<file path="config.mk">
export PLATFORM = sky130hd
export DESIGN_NAME = counter_sched_flat
export DESIGN_NICKNAME = d
export VERILOG_FILES = /design/src/rtl/counter_sched_if.sv /design/src/rtl/counter_sched.sv /design/src/flat_wrapper.sv
export SDC_FILE = /design/constraint.sdc
export NUM_CORES = 1
export LEC_CHECK = 0
export ABC_AREA = 1
export CAP_MARGIN = 20
export CORE_MARGIN = 1
export CORE_UTILIZATION = 48
export CTS_BUF_LIST = sky130_fd_sc_hd__clkbuf_4
export CTS_CLUSTER_DIAMETER = 200
export CTS_CLUSTER_SIZE = 14
export DETAILED_ROUTE_END_ITERATION = 7
export GPL_TIMING_DRIVEN = 0
export PLACE_DENSITY_LB_ADDON = 0.05
export SETUP_SLACK_MARGIN = 0.02
export SLEW_MARGIN = 20
export SYNTH_ARGS = -nofsm -noshare
export SYNTH_HDL_FRONTEND = slang
export SYNTH_SLANG_ARGS = --single-unit
</file>
<file path="constraint.sdc">
create_clock -name clk -period 2.2 [get_ports clk]
set_clock_uncertainty 0.05 [all_clocks]
set_input_delay 0.44 -clock clk [delete_from_list [all_inputs] [get_ports clk]]
set_output_delay 0.44 -clock clk [all_outputs]
set_load 0.005 [all_outputs]
</file>
<file path="src/rtl/counter_sched_if.sv">
// counter_sched_if: bundles the requester handshake and the shared-counter link.
//   req          requester -> scheduler, level request per requester
//   req_val      requester -> scheduler, start values, requester i at [i*WIDTH +: WIDTH]
//   gnt          scheduler -> requester, one-hot grant
//   done         scheduler -> requester, one-cycle completion pulse
//   busy         scheduler -> requester, high whenever a job is in flight
//   cnt_load     scheduler -> counter, load strobe
//   cnt_load_val scheduler -> counter, start value to load
//   cnt_count    counter -> scheduler, current count
interface counter_sched_if #(
    parameter int N_REQ = 4,
    parameter int WIDTH = 4
);
    logic [N_REQ-1:0]       req;
    logic [N_REQ*WIDTH-1:0] req_val;
    logic [N_REQ-1:0]       gnt;
    logic [N_REQ-1:0]       done;
    logic                   busy;
    logic                   cnt_load;
    logic [WIDTH-1:0]       cnt_load_val;
    logic [WIDTH-1:0]       cnt_count;
    modport master (
        output req, req_val, cnt_count,
        input  gnt, done, busy, cnt_load, cnt_load_val
    );
    modport slave (
        input  req, req_val, cnt_count,
        output gnt, done, busy, cnt_load, cnt_load_val
    );
endinterface

</file>
<file path="src/rtl/counter_sched.sv">
// counter_sched: round-robin scheduler sharing one loadable up-counter between requesters.
//   clk  clock, rising edge
//   rst  synchronous reset, active-high
//   bus  slave side of counter_sched_if (req/req_val in, gnt/done/busy out,
//        cnt_load/cnt_load_val to the counter, cnt_count from the counter)
module counter_sched #(
    parameter int               N_REQ = 4,
    parameter int               WIDTH = 4,
    parameter logic [WIDTH-1:0] TERM  = {WIDTH{1'b1}}
) (
    input logic              clk,
    input logic              rst,
    counter_sched_if.slave   bus
);
    localparam int IW = (N_REQ > 1) ? $clog2(N_REQ) : 1;

    typedef enum logic [1:0] {IDLE, LOAD, RUN, DONE} state_t;

    state_t         state;
    logic [IW-1:0]  ptr;
    logic [IW-1:0]  idx;
    logic [IW-1:0]  pick;

    function automatic logic [IW-1:0] wrap(input int v);
        return IW'(v % N_REQ);
    endfunction

    // Scan downwards so the requester closest to ptr overwrites the others.
    always_comb begin
        pick = ptr;
        for (int k = N_REQ - 1; k >= 0; k--)
            if (bus.req[wrap(int'(ptr) + k)]) pick = wrap(int'(ptr) + k);
    end

    // Outputs are registered alongside the state so each one follows state/idx exactly.
    always_ff @(posedge clk) begin
        if (rst) begin
            state            <= IDLE;
            ptr              <= '0;
            idx              <= '0;
            bus.gnt          <= '0;
            bus.done         <= '0;
            bus.busy         <= 1'b0;
            bus.cnt_load     <= 1'b0;
            bus.cnt_load_val <= '0;
        end else begin
            bus.done <= '0;
            case (state)
                IDLE: if (|bus.req) begin
                    idx              <= pick;
                    bus.cnt_load_val <= bus.req_val[int'(pick)*WIDTH +: WIDTH];
                    bus.gnt          <= N_REQ'(1) << pick;
                    bus.busy         <= 1'b1;
                    bus.cnt_load     <= 1'b1;
                    state            <= LOAD;
                end
                LOAD: begin
                    bus.cnt_load <= 1'b0;
                    if (!bus.req[idx]) begin
                        bus.gnt  <= '0;
                        bus.busy <= 1'b0;
                        ptr      <= wrap(int'(idx) + 1);
                        state    <= IDLE;
                    end else
                        state <= RUN;
                end
                // Abort outranks the terminal-count check.
                RUN: if (!bus.req[idx]) begin
                    bus.gnt  <= '0;
                    bus.busy <= 1'b0;
                    ptr      <= wrap(int'(idx) + 1);
                    state    <= IDLE;
                end else if (bus.cnt_count == TERM) begin
                    bus.done <= bus.gnt;
                    state    <= DONE;
                end
                default: begin
                    bus.gnt  <= '0;
                    bus.busy <= 1'b0;
                    ptr      <= wrap(int'(idx) + 1);
                    state    <= IDLE;
                end
            endcase
        end
    end
endmodule

</file>
<file path="src/flat_wrapper.sv">
// flat-port wrapper written by rule: the top's interface ports become plain ports
module counter_sched_flat 
#(
    parameter int               N_REQ = 4,
    parameter int               WIDTH = 4,
    parameter logic [WIDTH-1:0] TERM  = {WIDTH{1'b1}}
)
  (clk, rst, bus_req, bus_req_val, bus_cnt_count, bus_gnt, bus_done, bus_busy, bus_cnt_load, bus_cnt_load_val);
  counter_sched_if #(.N_REQ(N_REQ), .WIDTH(WIDTH)) bus_i ();
  input logic clk;
  input logic rst;
  input wire logic [$bits(bus_i.req)-1:0] bus_req;
  input wire logic [$bits(bus_i.req_val)-1:0] bus_req_val;
  input wire logic [$bits(bus_i.cnt_count)-1:0] bus_cnt_count;
  output wire logic [$bits(bus_i.gnt)-1:0] bus_gnt;
  output wire logic [$bits(bus_i.done)-1:0] bus_done;
  output wire logic [$bits(bus_i.busy)-1:0] bus_busy;
  output wire logic [$bits(bus_i.cnt_load)-1:0] bus_cnt_load;
  output wire logic [$bits(bus_i.cnt_load_val)-1:0] bus_cnt_load_val;
  assign bus_i.req = bus_req;
  assign bus_i.req_val = bus_req_val;
  assign bus_i.cnt_count = bus_cnt_count;
  assign bus_gnt = bus_i.gnt;
  assign bus_done = bus_i.done;
  assign bus_busy = bus_i.busy;
  assign bus_cnt_load = bus_i.cnt_load;
  assign bus_cnt_load_val = bus_i.cnt_load_val;
  counter_sched #(.N_REQ(N_REQ), .WIDTH(WIDTH), .TERM(TERM)) u_core (.clk(clk), .rst(rst), .bus(bus_i));
endmodule
</file>
**Run 1: clock wires, drivers and flops**

(8 px per µm)
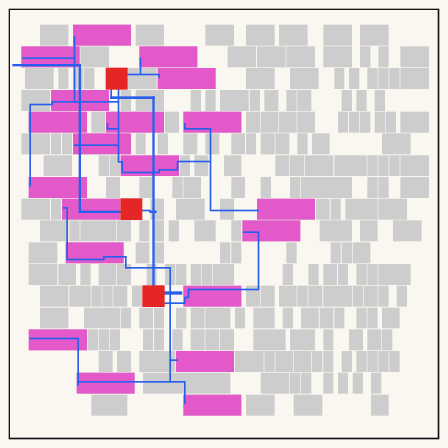
- magenta: flip-flops (count 20)
- blue: clock wires (length 260 µm)
- red: clock-net drivers (count 3)
- routed clock nets: 4
Clock Power: 0.307 mW
Clock Power Share: 13.5%
clock latency on the worst-skew pair: 0.31 ns

**Run 1: zoomed window**

Window x 12 to 42, y 1 to 31 µm. Cells in grey, sequential cells in the stronger grey; small squares are vias.
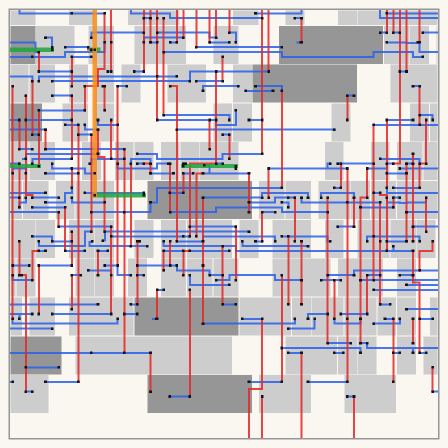
- blue: M1
- red: M2
- orange: M4
- green: M3
- most frequent: inv_1 (15), nand2_1 (12), nor2_1 (7)
- sequential cells in the window: 5
- netlist names of flops here include: u_core.idx (2), u_core.ptr (2)
- cells with their middle in the window: 85

==> results.yml, run 1 <==
# generated from flow reports
run_status:
  status: "finished clean"
timing:
  hold_viol_final: 0
  report.final.slew_viol_count: 0
  fin_crit_ns: 1.96
  worst_pin_slew_ns: 0.397
  finalWorstSetupSlack_ns: 0.236
  fin_setup_tns_ns: 0
  relSlewSlack_pct: 73.4
global_route:
  grt_pass1_vias: 1116
  gr-usage-met3_pct: 2.87
  grt_overflow: 0
  antenna_found_initial: 0
synth:
  most_common_cell: "nand2_1"
  synth_top_area_share_pct: 31.5
  largest_area_cell: "dfxtp_1"
  synthArstFlopShare_pct: 0
  logic_family: "simple AND/OR/NAND/NOR gates"
  ys_types: 23
  ys_top_cells_by_count: "nand2_1 (37), inv_1 (28), nor2_1 (28), dfxtp_1 (20), nand3_1 (14)"
  top_cells_by_area: "dfxtp_1 (31%), nand2_1 (11%), inv_1 (8.3%)"
  synth-edff-count: 0
  ys.flop_type: "dfxtp_1"
  xor_area_share_pct: 0.689
  syn_area_um2: 1270
  ys.flops: 20
  ys_chip_area_um2: 1270
  synth_nets: 224
  ys_sh_adder_pct: 3.94
worst_setup_path:
  cp-start-kind: "input port"
  cpPeakStageDelay_ns: 0.52
  crit_chain: "clkdlybuf4s50_1, inv_1, nand4_1, inv_1, nor2_1, clkbuf_1, nand3_1, o211ai_1, inv_1"
  cp.depth: 9
  worst_path_dominant_cell_family: "buffers and inverters"
  cp.arrival_ns: 2.13
  endpoint: "u_core.idx[0]"
  timing.rr.start: "u_core.ptr[0]"
  cp_max_fo: 10
  reg2reg_to: "u_core.bus.cnt_load_val[0]"
  reg2regPathDepth: 15
  cpMostUsedCell: "inv_1"
  worstPathRequired_ns: 2.37
route:
  drt_first_pass_iters: 4
  wl_met1_um: 1360
  wl_met2_um: 1330
  detail_route.iter0.violations: 28
  vias_per_cell: 4.92
  top_layer: "met4"
clock_tree:
  post_cts_resized: 0
  clockBufferDepth: 2
  root_buffer: "clkbuf_4"
  cts_tree: "built"
  clkTransAtPathRegs_ns: 0.12
place:
  gp_congestion: 0.751
  placed_area_um2: 1700
floorplanning:
  fp_util_pct: 50.9
  die_h_um: 53.5
  pin_count: 40
  rows: 18
  die_w_um: 53.5
run:
  tool_warnings: 29
  drv_cap: 0
layout:
  final_cell_mix: "clkdlybuf4s50_1 (39), nand2_1 (37), inv_1 (28), nor2_1 (28), dfxtp_1 (20)"
  final_cell_area_um2: 1750
  final_cell_count_no_fill: 267
  final_util_pct: 70.1
  area_growth_pct: 37.8
  antenna_cells: 0
  seq_area_um2: 400
hold_path:
  hp-start: "u_core.bus.gnt[1]"
  hp-class: "reg2reg"
**Run 1: wiring heat map**

(8 px per µm) The die is cut into 11 by 11 equal tiles; white is low, dark blue is high, scaled to the fullest tile. Values are wire area over tile area, all layers added.
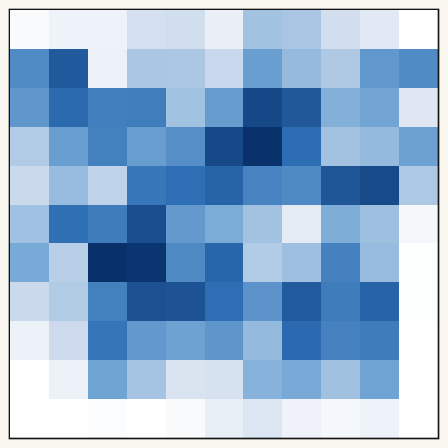
- fullest tile: 0.35
- nearly empty tiles: 8.3%
- emptiest ninth of the die: south-west
WL/cell: 10.6 µm
Total Routing Usage GR: 21.8%
via count: 1314
DRT Wirelength: 2830 µm

**Run 1: congestion heat map**

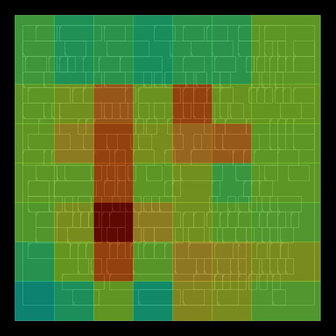
met1 global-route usage: 28.1%
global routing's busiest layer: met2
met2 usage: 36.3%

[run 1: sequential cells by signal (all words and copies together) (netlist names)]
register / cells
u_core.bus.done: 4
u_core.bus.cnt_load: 1
u_core.ptr: 2
u_core.bus.cnt_load_val: 4
u_core.bus.gnt: 4
u_core.bus.busy: 1
u_core.state: 2
u_core.idx: 2
[run 1: power by group]
group          internal, mW  switching (mW)  leakage [nW]  total [mW]
registers             0.477          0.0787         0.164       0.556
clock network         0.184           0.122        0.0279       0.307
logic                 0.580           0.823         0.621        1.40
total                  1.24            1.02         0.813        2.27
[run 1: cell type report]
type	count	area share [%]
inverter	33	7.07
timing repair buffer	39	22.3
clock buffer	3	1.29
sequential	20	22.9
buffer	6	2.21
tap	30	2.14
multi-input combinational	135	40.4
clock inverter	1	1.71
==> run 2: changes to the inputs <==
--- a/config.mk
+++ b/config.mk
@@ -7,7 +7,6 @@
 export LEC_CHECK = 0
 export ABC_AREA = 1
 export CAP_MARGIN = 20
-export CORE_MARGIN = 1
 export CORE_UTILIZATION = 48
 export CTS_BUF_LIST = sky130_fd_sc_hd__clkbuf_4
 export CTS_CLUSTER_DIAMETER = 200
**Run 2: zoomed window**

Window x 12 to 42, y 1 to 31 µm. Cells in grey, sequential cells in the stronger grey; small squares are vias.
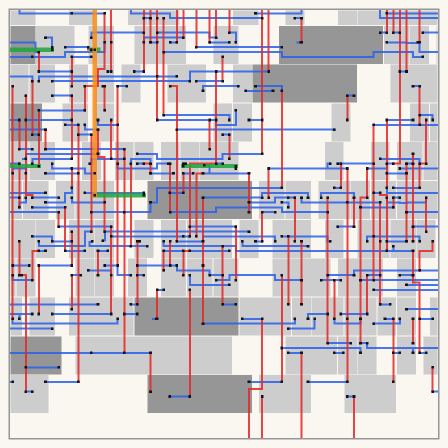
- orange: M4
- red: M2
- blue: M1
- green: M3
- cells with their middle in the window: 85
- most frequent: inv_1 (15), nand2_1 (12), nor2_1 (7)
- netlist names of flops here include: u_core.idx (2), u_core.ptr (2)
- sequential cells in the window: 5

**Run 2: logic cells by family**

(12 px per µm)
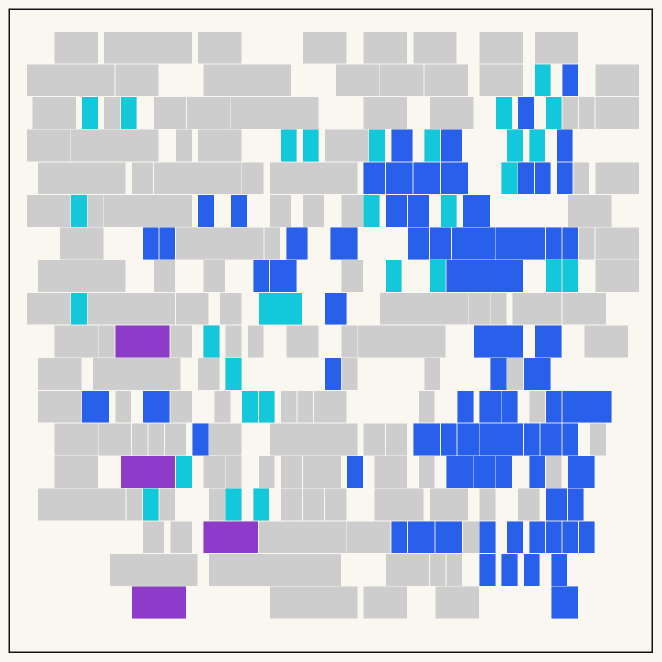
- purple: fa/ha/maj cells (cells 4; where south-west)
- blue: nand cells (cells 73)
- cyan: nor cells (cells 29)
non-filler cells, final: 267
logic share of the area: 40.4%
highest-count logic cell in the final layout: clkdlybuf4s50_1

==> run 2 against run 1 <==
  * Global-route usage stayed put
  * Critical path type unchanged
  * Largest power group unchanged
  * First-iteration DRC count unchanged
  * Register-to-register slack is essentially flat
  * Largest cell class unchanged
==> results.yml, run 2 <==
# generated from flow reports
layout:
  antenna_cells: 0
  final_cell_area_um2: 1750
  final_cell_mix: "clkdlybuf4s50_1 (39), nand2_1 (37), inv_1 (28), nor2_1 (28), dfxtp_1 (20)"
  final_util_pct: 70.1
  seq_area_um2: 400
  largest_registers: "u_core.bus.cnt_load_val (4), u_core.bus.done (4), u_core.bus.gnt (4)"
  area_growth_pct: 37.8
worst_setup_path:
  timing.rr.start: "u_core.ptr[0]"
  cp.depth: 9
  cpMostUsedCell: "inv_1"
  worst_path_dominant_cell_family: "buffers and inverters"
  worstPathRequired_ns: 2.37
  cpPeakStageDelay_ns: 0.52
  cp_max_fo: 10
  cp.arrival_ns: 2.13
  reg2regPathDepth: 15
  cp-start-kind: "input port"
  crit_chain: "clkdlybuf4s50_1, inv_1, nand4_1, inv_1, nor2_1, clkbuf_1, nand3_1, o211ai_1, inv_1"
  reg2reg_to: "u_core.bus.cnt_load_val[0]"
timing:
  worst_pin_slew_ns: 0.397
  hold_viol_final: 0
  fin_setup_tns_ns: 0
  finalWorstSetupSlack_ns: 0.236
  report.final.slew_viol_count: 0
  fin_crit_ns: 1.96
  holdWs_ns: 0.408
  relSlewSlack_pct: 73.4
clock_tree:
  cts_tree: "built"
  clockBufferDepth: 2
  clkTransAtPathRegs_ns: 0.12
  post_cts_resized: 0
  clk_latency_ns: 0.31
  root_buffer: "clkbuf_4"
synth:
  ys_types: 23
  syn_inst: 194
  synth_top_area_share_pct: 31.5
  top_cells_by_area: "dfxtp_1 (31%), nand2_1 (11%), inv_1 (8.3%)"
  synth-edff-count: 0
  synth_nets: 224
  ys.flops: 20
  syn_area_um2: 1270
  largest_area_cell: "dfxtp_1"
  ys_top_cells_by_count: "nand2_1 (37), inv_1 (28), nor2_1 (28), dfxtp_1 (20), nand3_1 (14)"
  synthArstFlopShare_pct: 0
  most_common_cell: "nand2_1"
pwr:
  p_int_mw: 1.24
  pwr-share-comb_pct: 61.9
  power_mw: 2.27
  pwr-share-clk_pct: 13.5
  comb-power_mw: 1.40
  power.group.top: "combinational logic"
  p_seq_mw: 0.556
  switching_share_pct: 45.2
  power.switching_mw: 1.02
  p_clk_mw: 0.307
  p_seq_share_pct: 24.5
  power_density_nw_per_um2: 1290
route:
  routed-wl-met3_um: 95
  top_layer: "met4"
  wl_met2_um: 1330
  vias_per_cell: 4.92
  wl_met1_um: 1360
  vias: 1314
  route.detailed.wl_per_inst_um: 10.6
  drt_first_pass_iters: 4
  routed_wirelength_um: 2830
global_route:
  grt_pass1_wl_um: 4630
  grt.met2_usage_pct: 36.3
  grt_usage_pct: 21.8
  antenna_found_initial: 0
  grt_overflow: 0
  grt_pass1_vias: 1116
  gr-usage-met3_pct: 2.87
  met1_usage_pct: 28.1
  busiest_layer: "met2"
floorplanning:
  pin_count: 40
  die_area_um2: 2860
  die_w_um: 53.5
  rows: 18
  die_h_um: 53.5
place:
  placed_area_um2: 1700
  gp_congestion: 0.751
  dp.cells: 263
run_status:
  status: "finished clean"
run:
  tool_warnings: 29
  drv_cap: 0
hold_path:
  hp-class: "reg2reg"
  hp-start: "u_core.bus.gnt[1]"
## run 2: cell type report
| class | count | area share (%) |
|---|---|---|
| multi-input cells | 135 | 40.4 |
| flip-flops and latches | 20 | 22.9 |
| repair buffers | 39 | 22.3 |
| inverters | 33 | 7.07 |
| plain buffers | 6 | 2.21 |
| well taps | 30 | 2.14 |
| clock inverters | 1 | 1.71 |
| clock buffers | 3 | 1.29 |
## run 2: cells by family (layout without fill, tap and decap cells)
group	Yosys count	count (layout)	share of synthesized area (%)
simple gates	102	102	39.0
compound gates	28	28	12.1
buf+inv	39	82	12.8
flops	20	20	31.5
xor+xnor	1	1	0.689
fa+ha+maj	4	4	3.94
**Run 2: wiring heat map**

(8 px per µm) The die is cut into 11 by 11 equal tiles; white is low, dark blue is high, scaled to the fullest tile. Values are wire area over tile area, all layers added.
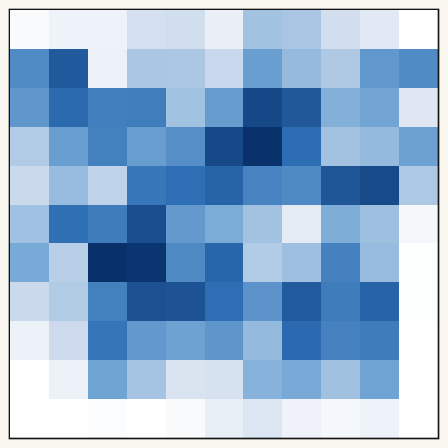

==> run 3: changes to the inputs <==
--- a/config.mk
+++ b/config.mk
@@ -7,7 +7,7 @@
 export LEC_CHECK = 0
 export ABC_AREA = 1
 export CAP_MARGIN = 20
-export CORE_UTILIZATION = 48
+export CORE_UTILIZATION = 35
 export CTS_BUF_LIST = sky130_fd_sc_hd__clkbuf_4
 export CTS_CLUSTER_DIAMETER = 200
 export CTS_CLUSTER_SIZE = 14
**Run 3: wiring heat map**

(6 px per µm) The die is cut into 12 by 12 equal tiles; white is low, dark blue is high, scaled to the fullest tile. Values are wire area over tile area, all layers added.
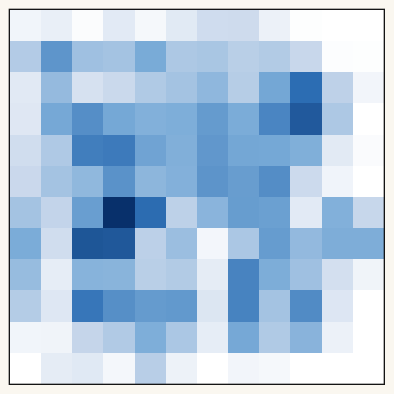
- densest ninth of the die: west
- mean over tiles: 0.13
- tiles over half the peak: 24%
- fullest tile: 0.39
- emptiest ninth of the die: south-east
Total Routing Usage GR: 17.5%
via count: 1322
WL/cell: 11.4 µm
DRT Wirelength: 3230 µm

**Run 3: congestion heat map**

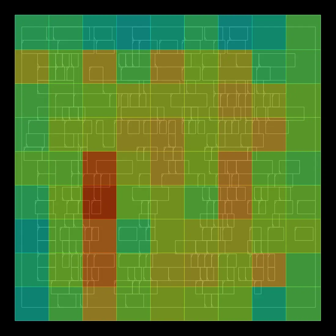
met3 GRT Util: 3.68%
met1 global-route usage: 21.4%

==> run 3 against run 2 <==
  * Combinational power is 3% higher
  * Register-to-register slack worse by 0.03 ns
  * Design area rose by 1.2%
  * Power grew 1.6%
  * Global-route usage decreased by 4.3 points
  * Utilization shrank 18 points
  * Non-clock buffer count stayed put
  * Worst hold slack lost 0.0090 ns
  * Clock power about the same
  * Critical path depth grew 6
  * Critical endpoint is now u_core.bus.cnt_load_val[0]
  * Largest power group unchanged
==> results.yml, run 3 <==
# generated from flow reports
run_status:
  status: "finished clean"
layout:
  layout_top_cell: "clkdlybuf4s50_1"
  final_cell_mix: "clkdlybuf4s50_1 (39), nand2_1 (37), inv_1 (28), nor2_1 (28), dfxtp_1 (20)"
  final_cell_area_um2: 1770
  final_util_pct: 51.9
  antenna_cells: 0
  largest_registers: "u_core.bus.cnt_load_val (4), u_core.bus.done (4), u_core.bus.gnt (4)"
  area_growth_pct: 39.5
  final_cell_count_no_fill: 283
pwr:
  p_clk_mw: 0.309
  p_seq_share_pct: 24.2
  p_int_mw: 1.25
  power_mw: 2.30
  power.switching_mw: 1.05
  pwr-share-comb_pct: 62.4
  pwr-share-clk_pct: 13.4
  power.group.top: "combinational logic"
  p_seq_mw: 0.556
  switching_share_pct: 45.8
  comb-power_mw: 1.44
  power_density_nw_per_um2: 1300
place:
  gp_congestion: 0.787
  placed_area_um2: 1720
  dp.cells: 279
worst_setup_path:
  cp-start-kind: "input port"
  worstPathRequired_ns: 2.36
  endpoint: "u_core.bus.cnt_load_val[0]"
  cpPeakStageDelay_ns: 0.46
  cp_max_fo: 10
  timing.rr.start: "u_core.ptr[0]"
  crit_chain: "clkdlybuf4s50_1, inv_1, o21ai_2, nand2_1, nand2_1, inv_2, nand2_4, nand2_2, nand2_4, nand2_4, buf_6, nor2_1, nor2_1, nor2_1, nor2_1"
  reg2regPathDepth: 15
  worst_path_dominant_cell_family: "simple AND/OR/NAND/NOR gates"
  cp.depth: 15
  cp.arrival_ns: 2.14
  cpMostUsedCell: "nor2_1"
  reg2reg_to: "u_core.bus.cnt_load_val[0]"
timing:
  report.final.slew_viol_count: 0
  fin_setup_tns_ns: 0
  hold_viol_final: 0
  fin_crit_ns: 1.98
  worst_pin_slew_ns: 0.446
  finalWorstSetupSlack_ns: 0.217
  relSlewSlack_pct: 70.1
  holdWs_ns: 0.399
clock_tree:
  root_buffer: "clkbuf_4"
  clkTransAtPathRegs_ns: 0.12
  post_cts_resized: 0
  post-cts-setup-buffers: 0
  clockBufferDepth: 2
  htree_num_levels: 1
  cts_tree: "built"
  clk_latency_ns: 0.31
synth:
  synth_nets: 224
  synth_top_area_share_pct: 31.5
  ys_chip_area_um2: 1270
  ys_types: 23
  ys.flop_type: "dfxtp_1"
  synthArstFlopShare_pct: 0
  yosys-stat-cells: 194
  synth-edff-count: 0
  syn_area_um2: 1270
  most_common_cell: "nand2_1"
  ys_top_cells_by_count: "nand2_1 (37), inv_1 (28), nor2_1 (28), dfxtp_1 (20), nand3_1 (14)"
  ys.flops: 20
  postSynthAreaPerCell_um2: 6.55
  top_cells_by_area: "dfxtp_1 (31%), nand2_1 (11%), inv_1 (8.3%)"
  largest_area_cell: "dfxtp_1"
  syn_inst: 194
  yosys_warnings: 0
global_route:
  grt_max_degree: 13
  grt_overflow: 0
  grt_pass1_vias: 1297
  grt_pass1_wl_um: 5550
  antenna_found_initial: 0
  grt.met2_usage_pct: 31.5
  busiest_layer: "met2"
route:
  vias_per_cell: 4.67
  detail_route.iter0.violations: 85
  drt_first_pass_iters: 4
floorplanning:
  die_h_um: 62.3
  die_w_um: 62.3
  die_area_um2: 3880
  pin_count: 40
  rows: 21
  fp_util_pct: 37.2
run:
  drv_cap: 0
  tool_warnings: 29
hold_path:
  hp-start: "u_core.bus.gnt[0]"
  hp-class: "reg2reg"
## run 3: logic make-up after synthesis
family / Yosys count / share of synthesized area [%]
xor+xnor: 1 / 0.689
fa+ha+maj: 4 / 3.94
buf+inv: 39 / 12.8
simple gates: 102 / 39.0
compound gates: 28 / 12.1
flops: 20 / 31.5
## run 3: cell type report
| type | count | area [µm²] |
|---|---|---|
| clock buffers | 3 | 22.5 |
| flip-flops and latches | 20 | 400 |
| inverters | 33 | 124 |
| clock inverters | 1 | 30.0 |
| plain buffers | 6 | 40.0 |
| multi-input cells | 135 | 708 |
| fillers | 379 | 1640 |
| well taps | 46 | 57.6 |
| repair buffers | 39 | 390 |
## run 3: layer usage
layer / vias to the layer above / share of wire (%)
li1: 704 / -
met1: 584 / 47
met2: 32 / 48
met3: 2 / 4.2
met4: 0 / 0.43
met5: - / 0
Power and IR drop assume default switching activity.
